Sizing map:
Bar = 20 um.
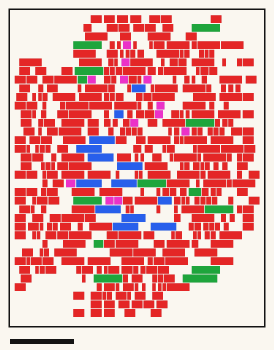
Met4 routing:
Supply wires on this layer in grey. Cells faint in the background.
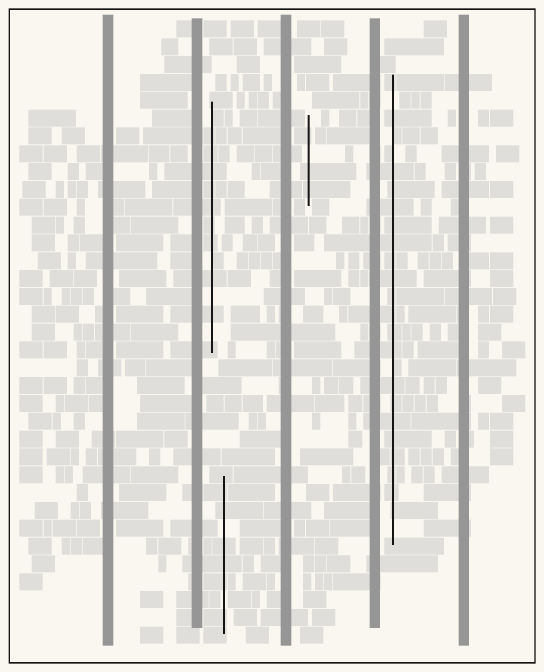
Metal layers overlaid:
Bar = 20 um.
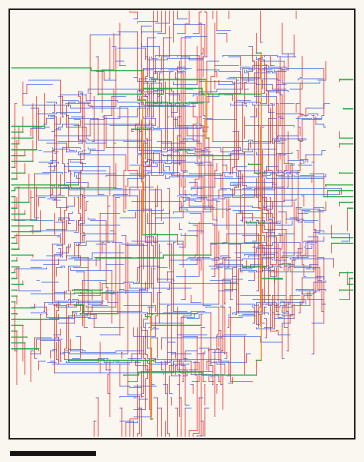
The metal 3 layer:
Bar = 20 um.
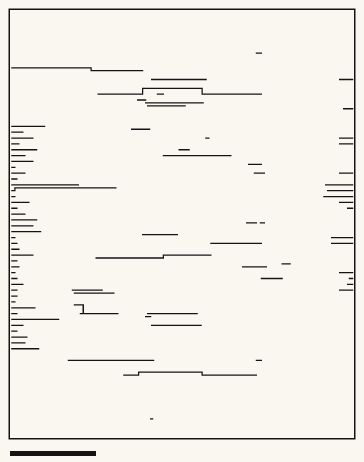
File: config.mk
export PLATFORM = sky130hd
export DESIGN_NAME = ripple_adder_sched
export DESIGN_NICKNAME = d
export VERILOG_FILES = /design/src/rtl/ripple_adder_sched.sv
export SDC_FILE = /design/constraint.sdc
export NUM_CORES = 1
export LEC_CHECK = 0
export CAP_MARGIN = 20
export CORE_ASPECT_RATIO = 1.25
export CORE_UTILIZATION = 43
export CTS_BUF_LIST = sky130_fd_sc_hd__clkbuf_16
export DETAILED_ROUTE_END_ITERATION = 8
export PLACE_DENSITY = 0.76
export SYNTH_ARGS = -nofsm -noshare
export SYNTH_HDL_FRONTEND = slang
export SYNTH_SLANG_ARGS = --single-unit
File: constraint.sdc
create_clock -name clk -period 3.15 [get_ports clk]
set_clock_uncertainty 0.05 [all_clocks]
set_input_delay 0.63 -clock clk [delete_from_list [all_inputs] [get_ports clk]]
set_output_delay 0.63 -clock clk [all_outputs]
set_load 0.005 [all_outputs]
File: src/rtl/ripple_adder_sched.sv
// Time-shares one 4-bit ripple-carry slice between two requesters, sequencing
// WIDTH-bit additions nibble by nibble with a registered inter-nibble carry.

module ripple_adder_sched_slice (
    input  logic [3:0] a,
    input  logic [3:0] b,
    input  logic       cin,
    output logic [3:0] sum,
    output logic       cout
);

    always_comb begin : ripple
        logic carry;
        carry = cin;
        sum   = '0;
        for (int i = 0; i < 4; i++) begin
            sum[i] = a[i] ^ b[i] ^ carry;
            carry  = (a[i] & b[i]) | (carry & (a[i] ^ b[i]));
        end
        cout = carry;
    end

endmodule

module ripple_adder_sched #(
    parameter int WIDTH = 16
) (
    input  logic             clk,
    input  logic             rst,
    input  logic             req0,
    input  logic [WIDTH-1:0] a0,
    input  logic [WIDTH-1:0] b0,
    input  logic             cin0,
    input  logic             req1,
    input  logic [WIDTH-1:0] a1,
    input  logic [WIDTH-1:0] b1,
    input  logic             cin1,
    output logic             ack0,
    output logic             ack1,
    output logic             busy,
    output logic             done,
    output logic             done_id,
    output logic [WIDTH-1:0] sum,
    output logic             cout
);

    localparam int NIB  = WIDTH / 4;
    localparam int IDXW = (NIB > 1) ? $clog2(NIB) : 1;

    typedef enum logic [1:0] {
        S_IDLE,
        S_RUN,
        S_DONE
    } state_t;

    state_t            state;
    state_t            next_state;
    logic              last;
    logic              owner;
    logic [WIDTH-1:0]  op_a;
    logic [WIDTH-1:0]  op_b;
    logic              carry;
    logic [IDXW-1:0]   idx;
    logic [WIDTH-1:0]  partial;

    logic              capture;
    logic              winner;
    logic              last_nib;
    logic [WIDTH-1:0]  a_shift;
    logic [WIDTH-1:0]  b_shift;
    logic [3:0]        slice_sum;
    logic              slice_cout;
    logic [WIDTH-1:0]  partial_next;

    ripple_adder_sched_slice u_slice (
        .a    (a_shift[3:0]),
        .b    (b_shift[3:0]),
        .cin  (carry),
        .sum  (slice_sum),
        .cout (slice_cout)
    );

    always_ff @(posedge clk) begin
        if (rst) state <= S_IDLE;
        else     state <= next_state;
    end

    // NOTE: every signal driven here gets a default first, so no path leaves
    // one unassigned and no latch is inferred.
    always_comb begin
        next_state = state;
        capture    = 1'b0;
        winner     = (req0 && req1) ? ~last : req1;
        unique case (state)
            S_IDLE: if (req0 || req1) begin
                capture    = 1'b1;
                next_state = S_RUN;
            end
            S_RUN:  if (last_nib) next_state = S_DONE;
            S_DONE: next_state = S_IDLE;
            default: next_state = S_IDLE;
        endcase
    end

    assign last_nib     = (idx == IDXW'(NIB - 1));
    assign a_shift      = op_a >> {idx, 2'b00};
    assign b_shift      = op_b >> {idx, 2'b00};
    assign partial_next = partial | (WIDTH'(slice_sum) << {idx, 2'b00});
    assign busy         = (state != S_IDLE);

    // Reset clears last to 1 so requester 0 wins the first contested grant.
    always_ff @(posedge clk) begin
        if (rst) begin
            last    <= 1'b1;
            owner   <= 1'b0;
            op_a    <= '0;
            op_b    <= '0;
            carry   <= 1'b0;
            idx     <= '0;
            partial <= '0;
            ack0    <= 1'b0;
            ack1    <= 1'b0;
            done    <= 1'b0;
            done_id <= 1'b0;
            sum     <= '0;
            cout    <= 1'b0;
        end else begin
            ack0 <= capture && !winner;
            ack1 <= capture && winner;
            done <= 1'b0;
            if (capture) begin
                op_a    <= winner ? a1 : a0;
                op_b    <= winner ? b1 : b0;
                carry   <= winner ? cin1 : cin0;
                idx     <= '0;
                partial <= '0;
                owner   <= winner;
                last    <= winner;
            end else if (state == S_RUN) begin
                carry   <= slice_cout;
                partial <= partial_next;
                idx     <= idx + IDXW'(1);
                if (last_nib) begin
                    sum     <= partial_next;
                    cout    <= slice_cout;
                    done    <= 1'b1;
                    done_id <= owner;
                end
            end
        end
    end

endmodule

==> results.sh <==
# source this file to load flow results
export IMPL_status="complete, no violations"
export IMPL_grt_pass1_vias=2837
export IMPL_ys_area_mm2=0.00327
export IMPL_critPathKind="register to register"
export IMPL_xor_share_pct=0.268
export IMPL_io_buffers=91
export IMPL_row_count=35
export IMPL_post_route_util_pct=61.5
export IMPL_fin_crit_ns=2.93
export IMPL_met2_usage_pct=38.5
export IMPL_slew_violations=0
export IMPL_met3_usage_pct=4.59
export IMPL_final_cells=533
export IMPL_fin_crit_sh_pct=93.1
export IMPL_crit_buf_inv=3
export IMPL_tightest_slew_ns=1.01
export IMPL_topCombFamilyByArea="AND-OR/OR-AND gates"
export IMPL_wl_met3_um=515
export IMPL_cts_sinks=76
export IMPL_top_power_group="clock"
export IMPL_cp_slowest_stage_delay_ns=0.61
export IMPL_root_buffer="clkbuf_16"
export IMPL_antenna_found_initial=0
export IMPL_finalWirelength_mm=8.07
export IMPL_endpoint="sum[3]"
export IMPL_p_comb_share_pct=13.2
export IMPL_finalSetupViolCount=0
export IMPL_tool_warnings=26
export IMPL_pg_seq_uw=1040
export IMPL_final_clk_cell_share_pct=6.80
export IMPL_ys_warn_count=0
export IMPL_ys_seq_share_pct=46.6
export IMPL_drt_vias_per_instance=5.45
export IMPL_nMultiInputCombCells=209
export IMPL_max_freq_mhz=341
export IMPL_die_width_um=80.0
export IMPL_diodes=0
export IMPL_nWellTaps=92
export IMPL_clock_net_power_uw=1050
export IMPL_fa_ha_area_share_pct=2.83
export IMPL_syn2layout_area_growth_pct=38.6
export IMPL_cts_repair_resize_count=0
export IMPL_gp_routability_congestion=0.838
export IMPL_cts_inserted_buffers=9
export IMPL_seq_power_share_pct=43.2
export IMPL_whs_ns=0.412
export IMPL_grt_usage_pct=22.5
export IMPL_top_cells_by_area="dfxtp_1 (47%), a221o_1 (8.6%), a21oi_1 (5.5%)"
export IMPL_timing_final_ws_setup_ns=0.216
export IMPL_die_h_um=99.5
export IMPL_p_comb_uw=317
export IMPL_top_area_share_pct=46.6
export IMPL_hold_class="register to register"
export IMPL_crit_required_ns=3.37
export IMPL_r2r_start="idx[0]"
export IMPL_nFlopsAndLatches=76
export IMPL_slowest_stage="fa_2"
export IMPL_numSynthFlops=76
export IMPL_drtIter0Drc=137
export IMPL_grtUsageMet1_pct=26.1
export IMPL_seq_cell_share_pct=33.6
export IMPL_ff_latch_area_mm2=0.00152
export IMPL_mux_share_pct=5.82
export IMPL_ys_cells=354
export IMPL_final_area_mm2=0.00453
export IMPL_overflow=0
export IMPL_comb_area_share_pct=32.1
export IMPL_crit_fanout=8
export IMPL_clockBufferDepth=2
export IMPL_crit_start="idx[0]"
export IMPL_buffer_area_share_pct=21.6
export IMPL_ys_flop_type="dfxtp_1"
export IMPL_top_cells_by_count="dfxtp_1 (76), inv_1 (40), a21oi_1 (36)"
export IMPL_fp_nets=429
export IMPL_layout_top_cell="clkdlybuf4s50_1"
export IMPL_tns_ns=0
export IMPL_edf_count=0
export IMPL_synth_cells=354
export IMPL_met2WireLength_mm=4.18
export IMPL_vias=2906
export IMPL_num_io_pins=92
export IMPL_reg2reg_slack_ns=0.22
export IMPL_drcViolationCount=0
export IMPL_min_to="done_id"
export IMPL_cap_violations=0
export IMPL_wl_per_cell_um=15.1
export IMPL_compound_area_share_pct=22.2
export IMPL_layout_top_cells="clkdlybuf4s50_1 (91), dfxtp_1 (75), inv_1 (40)"
export IMPL_totalPowerFinal_uw=2410
export IMPL_cp_start_kind="register"
export IMPL_fillers=618
export IMPL_cp_depth=9
export IMPL_reg2reg_to="sum[3]"
export IMPL_netlist_area_mm2=0.00327
export IMPL_yosysTopAreaCell="dfxtp_1"
export IMPL_worstRegToRegCells=9
export IMPL_cp_top_family="adder cells"
export IMPL_grt_busiest_layer="met2"
export IMPL_detail_route_antenna_nets=0
export IMPL_firstDrtPassIters=4
export IMPL_synthArstFlopShare_pct=0
export IMPL_grt_max_degree=30
export IMPL_cts_setup_buffers=0
export IMPL_grt_pass1_wl_mm=13.5
export IMPL_wl_met1_mm=3.23
export IMPL_nNetsFinal=511
export IMPL_cp_cell_sequence="buf_4 -> mux4_2 -> fa_1 -> inv_1 -> fa_1 -> inv_1 -> fa_2 -> a21oi_1 -> a21oi_1"
export IMPL_worstHoldStart="done_id"
Back to the opening pictures, 'sizing map':
Key: _2 cells = blue [cells 13]; _3 and _4 cells = magenta [cells 12]; _6 and larger = green [cells 13]; _0 and _1 cells = red [cells 403]

Back to the opening pictures, 'met4 routing':
4 nets have wire on it. The layer holds 1.8% of the routed length. The longest straight run is 71.4 um. The wires run mostly vertical. The layer carries 147 um of wire.

Back to the opening pictures, 'metal layers overlaid':
Key: metal 2 = red [wire length 4180 um]; metal 4 = orange [wire length 147 um]; metal 3 = green [wire length 515 um]; metal 1 = blue [wire length 3230 um]

Back to the opening pictures, 'the metal 3 layer':
75 nets have wire on it. The layer holds 6.4% of the routed length. The wires run mostly horizontal. The layer carries 515 um of wire. The longest straight run is 23.5 um.

